run_1/placement.png
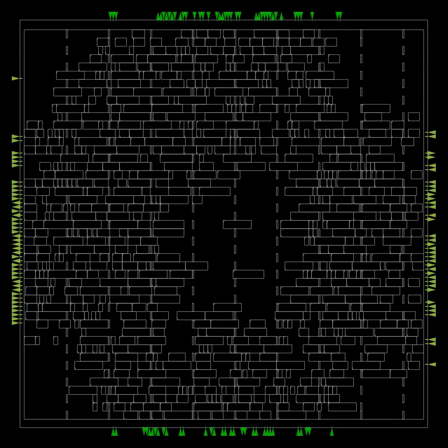
run_1/cell_density.png
The die is cut into 13 by 13 equal tiles; white is low, dark blue is high, 0 to 100% covered.
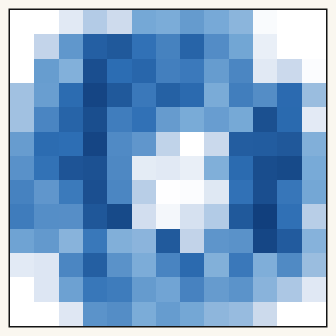
run_1/layer_met3.png
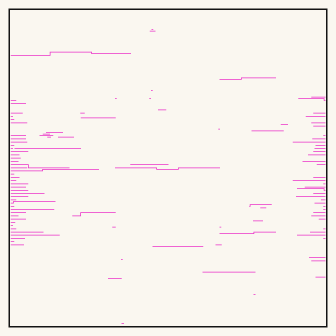
[config.mk]
export PLATFORM = sky130hd
export DESIGN_NAME = wb_stage_ctrl_flat
export DESIGN_NICKNAME = d
export VERILOG_FILES = /design/src/rtl/wb_stage_ctrl_if.sv /design/src/rtl/wb_stage_ctrl.sv /design/src/flat_wrapper.sv
export SDC_FILE = /design/constraint.sdc
export NUM_CORES = 1
export LEC_CHECK = 0
export CAP_MARGIN = 20
export CORE_MARGIN = 1
export CORE_UTILIZATION = 30
export DETAILED_ROUTE_END_ITERATION = 8
export GPL_TIMING_DRIVEN = 1
export PLACE_DENSITY = 0.6
export RECOVER_POWER = 100
export SLEW_MARGIN = 20
export SYNTH_ARGS = -nofsm -noshare
export SYNTH_HDL_FRONTEND = slang
export SYNTH_SLANG_ARGS = --single-unit
[constraint.sdc]
create_clock -name clk -period 1.5 [get_ports clk]
set_clock_uncertainty 0.15 [all_clocks]
set_input_delay 0.45 -clock clk [delete_from_list [all_inputs] [get_ports clk]]
set_output_delay 0.45 -clock clk [all_outputs]
set_load 0.02 [all_outputs]
[src/rtl/wb_stage_ctrl_if.sv]
// Bus bundle for the write-back stage: upstream retire handshake, late
// memory read data, register-file write port and forwarding/hazard status.
interface wb_stage_ctrl_if #(
  parameter int unsigned DATA_W = 32,
  parameter int unsigned REG_AW = 5
);
  logic              valid_in;
  logic              ready_out;
  logic [DATA_W-1:0] pc_in;
  logic [DATA_W-1:0] y_in;
  logic [REG_AW-1:0] wa_in;
  logic              werf_in;
  logic [1:0]        wdsel_in;
  logic              mrd_valid;
  logic [DATA_W-1:0] mrd;
  logic [REG_AW-1:0] wa;
  logic [DATA_W-1:0] wd;
  logic              werf;
  logic              fwd_busy;
  logic              fwd_data_ok;
  logic              stall_out;

  // Stage side.
  modport slave (
    input  valid_in, pc_in, y_in, wa_in, werf_in, wdsel_in, mrd_valid, mrd,
    output ready_out, wa, wd, werf, fwd_busy, fwd_data_ok, stall_out
  );

  // Memory-stage / register-file side.
  modport master (
    output valid_in, pc_in, y_in, wa_in, werf_in, wdsel_in, mrd_valid, mrd,
    input  ready_out, wa, wd, werf, fwd_busy, fwd_data_ok, stall_out
  );
endinterface

[src/rtl/wb_stage_ctrl.sv]
// Registered write-back stage: holds one retiring instruction, waits for late
// load data, drives the register-file write. Macro WB_RETIRE_CNT_EN adds retired_cnt.
module wb_stage_ctrl #(
  parameter int unsigned DATA_W   = 32,
  parameter int unsigned REG_AW   = 5,
  parameter int unsigned ZERO_REG = 31
) (
  input  logic          clk,
  input  logic          n_rst,
  wb_stage_ctrl_if.slave wb
`ifdef WB_RETIRE_CNT_EN
  ,
  output logic [31:0]   retired_cnt
`endif
);

  localparam logic [1:0] WDSEL_PC  = 2'b00;
  localparam logic [1:0] WDSEL_Y   = 2'b01;
  localparam logic [1:0] WDSEL_MRD = 2'b10;

  typedef enum logic [1:0] {
    IDLE   = 2'd0,
    WAIT   = 2'd1,
    COMMIT = 2'd2
  } state_t;

  typedef struct packed {
    logic [DATA_W-1:0] pc;
    logic [DATA_W-1:0] y;
    logic [DATA_W-1:0] mrd;
    logic [REG_AW-1:0] wa;
    logic              werf;
    logic [1:0]        wdsel;
  } entry_t;

  state_t            state;
  entry_t            held;
  logic              accept;
  logic              is_load;
  logic              wr_live;
  logic [DATA_W-1:0] wd_mux;

  assign accept  = wb.valid_in && (state != WAIT);
  assign is_load = (wb.wdsel_in == WDSEL_MRD);
  assign wr_live = held.werf && (held.wa != REG_AW'(ZERO_REG));

  // FSM and held entry; an accept in COMMIT overwrites the entry being written.
  always_ff @(posedge clk or negedge n_rst) begin
    if (!n_rst) begin
      state <= IDLE;
      held  <= '0;
    end else begin
      case (state)
        IDLE, COMMIT: begin
          if (accept) begin
            held.pc    <= wb.pc_in;
            held.y     <= wb.y_in;
            held.mrd   <= wb.mrd;
            held.wa    <= wb.wa_in;
            held.werf  <= wb.werf_in;
            held.wdsel <= wb.wdsel_in;
            state      <= (is_load && !wb.mrd_valid) ? WAIT : COMMIT;
          end else begin
            state <= IDLE;
          end
        end
        WAIT: begin
          if (wb.mrd_valid) begin
            held.mrd <= wb.mrd;
            state    <= COMMIT;
          end
        end
        default: state <= IDLE;
      endcase
    end
  end

  // Write-data select; only meaningful while committing.
  always_comb begin
    wd_mux = '0;
    if (state == COMMIT) begin
      case (held.wdsel)
        WDSEL_PC:  wd_mux = held.pc;
        WDSEL_Y:   wd_mux = held.y;
        WDSEL_MRD: wd_mux = held.mrd;
        default:   wd_mux = '0;
      endcase
    end
  end

  assign wb.ready_out   = (state != WAIT);
  assign wb.stall_out   = (state == WAIT);
  assign wb.wa          = held.wa;
  assign wb.wd          = wd_mux;
  assign wb.werf        = (state == COMMIT) && wr_live;
  assign wb.fwd_data_ok = (state == COMMIT) && wr_live;
  assign wb.fwd_busy    = (state != IDLE) && wr_live;

`ifdef WB_RETIRE_CNT_EN
  // Counts COMMIT cycles, including suppressed writes to the zero register.
  always_ff @(posedge clk or negedge n_rst) begin
    if (!n_rst) begin
      retired_cnt <= '0;
    end else if (state == COMMIT) begin
      retired_cnt <= retired_cnt + 32'd1;
    end
  end
`endif

endmodule

[src/flat_wrapper.sv]
// flat-port wrapper written by rule: the top's interface ports become plain ports
module wb_stage_ctrl_flat 
#(
  parameter int unsigned DATA_W   = 32,
  parameter int unsigned REG_AW   = 5,
  parameter int unsigned ZERO_REG = 31
)
  (clk, n_rst, wb_valid_in, wb_pc_in, wb_y_in, wb_wa_in, wb_werf_in, wb_wdsel_in, wb_mrd_valid, wb_mrd, wb_ready_out, wb_wa, wb_wd, wb_werf, wb_fwd_busy, wb_fwd_data_ok, wb_stall_out);
  wb_stage_ctrl_if #(.DATA_W(DATA_W), .REG_AW(REG_AW)) wb_i ();
  input  logic clk;
  input  logic n_rst;
  input wire logic [$bits(wb_i.valid_in)-1:0] wb_valid_in;
  input wire logic [$bits(wb_i.pc_in)-1:0] wb_pc_in;
  input wire logic [$bits(wb_i.y_in)-1:0] wb_y_in;
  input wire logic [$bits(wb_i.wa_in)-1:0] wb_wa_in;
  input wire logic [$bits(wb_i.werf_in)-1:0] wb_werf_in;
  input wire logic [$bits(wb_i.wdsel_in)-1:0] wb_wdsel_in;
  input wire logic [$bits(wb_i.mrd_valid)-1:0] wb_mrd_valid;
  input wire logic [$bits(wb_i.mrd)-1:0] wb_mrd;
  output wire logic [$bits(wb_i.ready_out)-1:0] wb_ready_out;
  output wire logic [$bits(wb_i.wa)-1:0] wb_wa;
  output wire logic [$bits(wb_i.wd)-1:0] wb_wd;
  output wire logic [$bits(wb_i.werf)-1:0] wb_werf;
  output wire logic [$bits(wb_i.fwd_busy)-1:0] wb_fwd_busy;
  output wire logic [$bits(wb_i.fwd_data_ok)-1:0] wb_fwd_data_ok;
  output wire logic [$bits(wb_i.stall_out)-1:0] wb_stall_out;
  assign wb_i.valid_in = wb_valid_in;
  assign wb_i.pc_in = wb_pc_in;
  assign wb_i.y_in = wb_y_in;
  assign wb_i.wa_in = wb_wa_in;
  assign wb_i.werf_in = wb_werf_in;
  assign wb_i.wdsel_in = wb_wdsel_in;
  assign wb_i.mrd_valid = wb_mrd_valid;
  assign wb_i.mrd = wb_mrd;
  assign wb_ready_out = wb_i.ready_out;
  assign wb_wa = wb_i.wa;
  assign wb_wd = wb_i.wd;
  assign wb_werf = wb_i.werf;
  assign wb_fwd_busy = wb_i.fwd_busy;
  assign wb_fwd_data_ok = wb_i.fwd_data_ok;
  assign wb_stall_out = wb_i.stall_out;
  wb_stage_ctrl #(.DATA_W(DATA_W), .REG_AW(REG_AW), .ZERO_REG(ZERO_REG)) u_core (.clk(clk), .n_rst(n_rst), .wb(wb_i));
endmodule
==> metrics.yaml, run 1 <==
multiInputGateArea_um2: 3320
syn_avg_cell_area_um2: 9.54
die_x_um: 134
setup_viol: 197
clk_share_pct: 2.96
wl_um: 17400
timing.rr.start: "u_core.state[0]"
ys_ff: 106
post_dp_cell_area_um2: 7920
wl_per_cell_um: 18.0
drc: 0
max_freq_ghz: 0.416
hold_violations: 0
rsz0062_at_grt: "true"
fin_tns_setup_ns: -60.38
p_clk_uw: 2290
max_cap_viol_count: 0
yosys.area.top_type: "dfrtp_1"
comb_power_share_pct: 36.5
drt-pass1-iter-count: 4
seq_area_frac_synth_pct: 50.9
status: "finished, violations left"
synth_area_um2: 5210
yosysCellCount: 546
utilization_pct: 56.0
r2r_slack_ns: -0.53
p_int_uw: 6170
grt_pass1_wl_um: 26500
nNonClkInverters: 1
power_leader: "sequential cells"
timing.critical_path.to: "wb_wd[27]"
holdCritStartpoint: "u_core.held[99]"
worstPathCellList: "buf_12, nand2_4, nand2_8, clkbuf_16, a211oi_4, buf_6"
hold_depth: 2
num-nets-final: 849
ys.warnings.count: 0
worst_r2r_endpoint: "u_core.held[22]"
finalCritPeriodShare_pct: 160
clkSinkCount: 106
top_cells_by_area: "dfrtp_1 (51%), nand2_1 (16%), a211oi_1 (9.2%)"
signal_buffers: 230
finalPower_uw: 9110
p_seq_uw: 3490
fin_ws_ns: -0.902
fp_nets: 654
grt_use_met1_pct: 24.3
final_max_slew_viol_count: 0
insertion_delay_ns: 0.35
p_seq_share_pct: 38.3
buf_share_pct: 30.2
pin_count: 150
worstPathMaxFanout: 6
dieArea_um2: 17900
p_clk_share_pct: 25.2
reg.largest.list: "u_core.held x99, u_core.wb.wa x5, u_core.state x2"
timing.slew.headroom_pct: 53.8
violations: "setup timing"
taps: 220
finalCriticalPeriod_ns: 2.40
initCoreUtil_pct: 31.1
powerDensity_nw_per_um2: 972
critPathKind: "reg -> out"
gr-total-overflow: 0
cp-end-kind: "output pin"
via_count: 4543
yosysTopAreaCellShare_pct: 50.9
hold_slack_ns: 0.326
ant_nets: 0
ff_count: 106
layout_top_cell: "nand2_1"
Back to the opening pictures, placement.png:
fillers: 1399
num rows: 47

Back to the opening pictures, cell_density.png:
nearly empty tiles: 10%
fullest tile: 94%
mean over tiles: 51%
tiles over 75% full: 22%

Back to the opening pictures, layer_met3.png:
nets with wire on the layer: 96
longest straight run: 27.8 um
wire length on this layer: 832 um

[run 1: cell families (layout without fill, tap and decap cells)]
kind of cell | after synthesis | in the layout | synth area share (%)
AND/OR/NAND/NOR | 290 | 290 | 24.5
flip-flops | 106 | 106 | 50.9
AND-OR/OR-AND | 71 | 71 | 10.1
buffers and inverters | 47 | 247 | 5.40
multiplexers | 32 | 32 | 9.08
[run 1: per-layer routing]
| layer | part of all wire [%] | wire, um |
|---|---|---|
| met4 | 1.7 | 294 |
| met5 | 0 | 0 |
| met3 | 4.8 | 832 |
| met1 | 44 | 7650 |
| met2 | 50 | 8610 |
[run 1: synth_stat cells, drive strengths merged]
master,instances
or2,1
and3,1
nor2b,34
nand2b,35
inv,1
nand2,219
mux2,32
a211oi,64
dfrtp,106
a21oi,3
clkbuf,10
buf,36
a21o,1
o21ai,1
a31oi,2
==> inputs of run 2 (changes only) <==
SLEW_MARGIN = not set   (was 20)
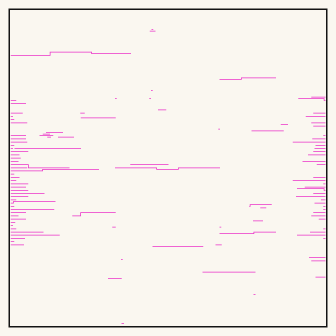
run_2/layer_met3.png
wire length on this layer: 832 um
share of all routed wire: 4.8%
nets with wire on the layer: 96
main direction: horizontal

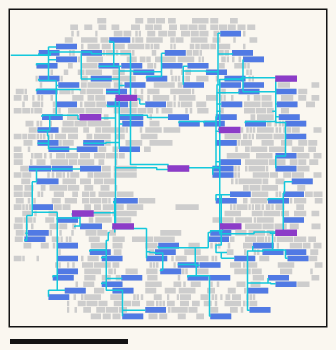
run_2/clk_routes.png
The bar under the picture is 50 um long.
[clock drivers] purple | count: 9
[clock wires] cyan | length: 1440 um
[flip-flops] blue | count: 106
routed clock nets: 10
flops lie: spread over the die

==> metrics.yaml, run 2 <==
status: "finished, violations left"  # unchanged
violations: "setup timing"  # unchanged
finalPower_uw: 9110  # unchanged
synth-async-reset-ratio_pct: 100  # unchanged
multiInputGateArea_um2: 3320  # unchanged
finalCritPeriodShare_pct: 160  # unchanged
cp-end-kind: "output pin"  # unchanged
num-nets-final: 849  # unchanged
hold_depth: 2  # unchanged
timing.critical_path.to: "wb_wd[27]"  # unchanged
wl_per_cell_um: 18.0  # unchanged
synth_area_um2: 5210  # unchanged
yosysTopAreaCellShare_pct: 50.9  # unchanged
common_cells: "nand2_1 (219), dfrtp_1 (106), a211oi_1 (64)"  # unchanged
ys_sh_simple_pct: 24.5  # unchanged
signal_buffers: 230  # unchanged
initCoreUtil_pct: 31.1  # unchanged
max_cap_viol_count: 0  # unchanged
nNonClkInverters: 1  # unchanged
clk_share_pct: 2.96  # unchanged
seq_area_frac_synth_pct: 50.9  # unchanged
grt_pass1_wl_um: 26500  # unchanged
flop_cell: "dfrtp_1"  # unchanged
syn_avg_cell_area_um2: 9.54  # unchanged
hold_violations: 0  # unchanged
rows: 47  # unchanged
ant_nets: 0  # unchanged
insertion_delay_ns: 0.35  # about the same
fin_tns_setup_ns: -60.38  # unchanged
fp_nets: 654  # unchanged
top_logic_kind: "simple AND/OR/NAND/NOR gates"  # unchanged
worst_r2r_endpoint: "u_core.held[22]"  # unchanged
r2r_slack_ns: -0.53  # about the same
setup_viol: 197  # unchanged
timing.rr.start: "u_core.state[0]"  # unchanged
yosys.area.top_type: "dfrtp_1"  # unchanged
ys.warnings.count: 0  # unchanged
buf_share_pct: 30.2  # unchanged
gr-total-overflow: 0  # unchanged
fin_ws_ns: -0.902  # unchanged
reg.largest.list: "u_core.held x99, u_core.wb.wa x5, u_core.state x2"  # unchanged
most_common_cell: "nand2_1"  # unchanged
hold_slack_ns: 0.326  # unchanged
wl_um: 17400  # unchanged
yosysCellCount: 546  # unchanged
synth.area.mux_share_pct: 9.08  # unchanged
powerDensity_nw_per_um2: 972  # unchanged
top_cells_by_area: "dfrtp_1 (51%), nand2_1 (16%), a211oi_1 (9.2%)"  # unchanged
drc: 0  # unchanged
worstPathMaxFanout: 6  # unchanged
via_count: 4543  # unchanged
final_max_slew_viol_count: 0  # unchanged
critPathKind: "reg -> out"  # unchanged
synth-xor-area-share_pct: 0  # unchanged
drt_iter0_markers: 205  # unchanged
max_freq_ghz: 0.416  # unchanged
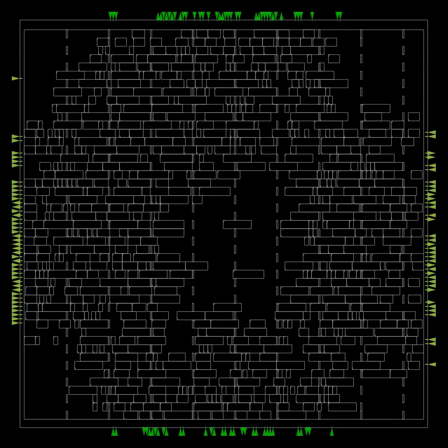
run_2/placement.png
non-filler instance count after layout: 966
registers: 106
tap cell count: 220
fin util: 56.0%

==> run 2: worst max-delay path, cell delays in order, from the launching register on <==
cell and delay (ns):
dfrtp_4 0.52, buf_12 0.17, nand2_4 0.08, nand2_8 0.10
clkbuf_16 0.19, a211oi_4 0.22, buf_6 0.15
==> run 2: routing by layer <==
metal	part of all wire [%]	track usage, %	vias up
met5	0	0	-
met4	1.7	6.69	0
met1	44	24.3	2260
met2	50	32.0	127
li1	-	-	2134
met3	4.8	4.60	22
==> run 2: power by group <==
part / total (uW) / switching (uW) / internal [uW]
clock network: 2290 / 1150 / 1140
registers: 3490 / 289 / 3200
logic: 3330 / 1500 / 1830
total: 9110 / 2940 / 6170
No activity file was given, so power comes from the tool's default toggle rates.
